Design alu_secuencial, sky130hd; sources not shown.
==> images/final_congestion.png <==
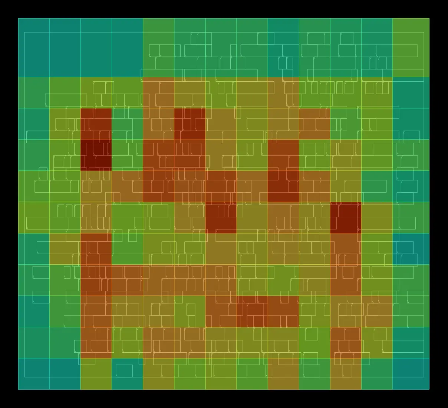
Most Used Layer, Global Route: met1
met2 track demand over resource: 0.348

==> images/pins.png <==
(4 px per µm) Pins as bars across the die edge, other pins in gray.
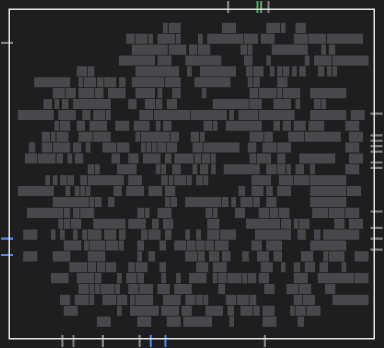
color	port	pins	direction	edge
blue	operandoB	4	input	2 bottom, 2 left
green	ocupado	1	output	top
die width: 90.9 µm
DIE HEIGHT: 82.0 µm
I/O Buffers: 24

==> results.txt <==
run results: outcome=completed, non-clock buffer contribution to total cell area=0.0940, unrepaired setup endpoints after global routing=false, post-synthesis share of cell area spent on full adders, half adders and majority gates=0.128, FP Rows=28, netlist area before placement=3200 µm², Largest cells by area=dfrtp_1 (27%), ha_1 (11%), mux2i_1 (5.6%), net count after synthesis=416, arrival time worst endpoint=4.26 ns, Non-Filler Cell Area, Final=3670 µm², cell area power density=547 nW/µm², non-clock inverter total of the final layout=28, Detail Route met3 WL=292 µm, final routed wire length divided by cell count=16.8 µm, Ys Warns=0, clock tree buffer depth=2, GPL Wtd Cong=0.908, CTS clock-pin slew for the worst setup and hold paths=0.08 ns, area taken by flip-flops and latches=876 µm², commonest cells after routing, fill and taps aside=nor2_1 (38), dfrtp_1 (35), inv_1 (28), ha_1 (28), a21oi_1 (27), top cell type by instance count after synthesis=nor2_1, area grow syn2layout=14.9%, depth of the critical timing path with buffers and inverters included=11, share of final-layout standard cells stronger than drive strength 1=0.109, top cells by count, synth=nor2_1 (38), dfrtp_1 (35), ha_1 (28), inv_1 (28), a21oi_1 (27), final WL=8.14 mm, HP Class=flop to flop, number of resized instances in the post-cts repair step=0, iteration-0 DRC count of the detailed router=183, first-pass GRT wire length=13.4 mm, initial antenna violation count=0, part of the power in registers=0.261, static leakage=1.62 nW, final worst-path cycle share=0.882, detailed-route DRC error count=0, Main synth FF type=dfrtp_1, total tool warning count=38, maximum fanout encountered on the critical timing path=7, Core Box Area=6730 µm², element type at the critical path start=input port, global-route track usage on met1=0.348, Clk Tree Root Cell=clkbuf_8, NumNets Final=440, clock group share of total power=0.135, Clock H-tree levels=2, fraction of power spent switching nets=0.453, total number of tap cells=90, via count of the first global-routing pass=2624
Power is estimated from default activity; no workload was simulated.
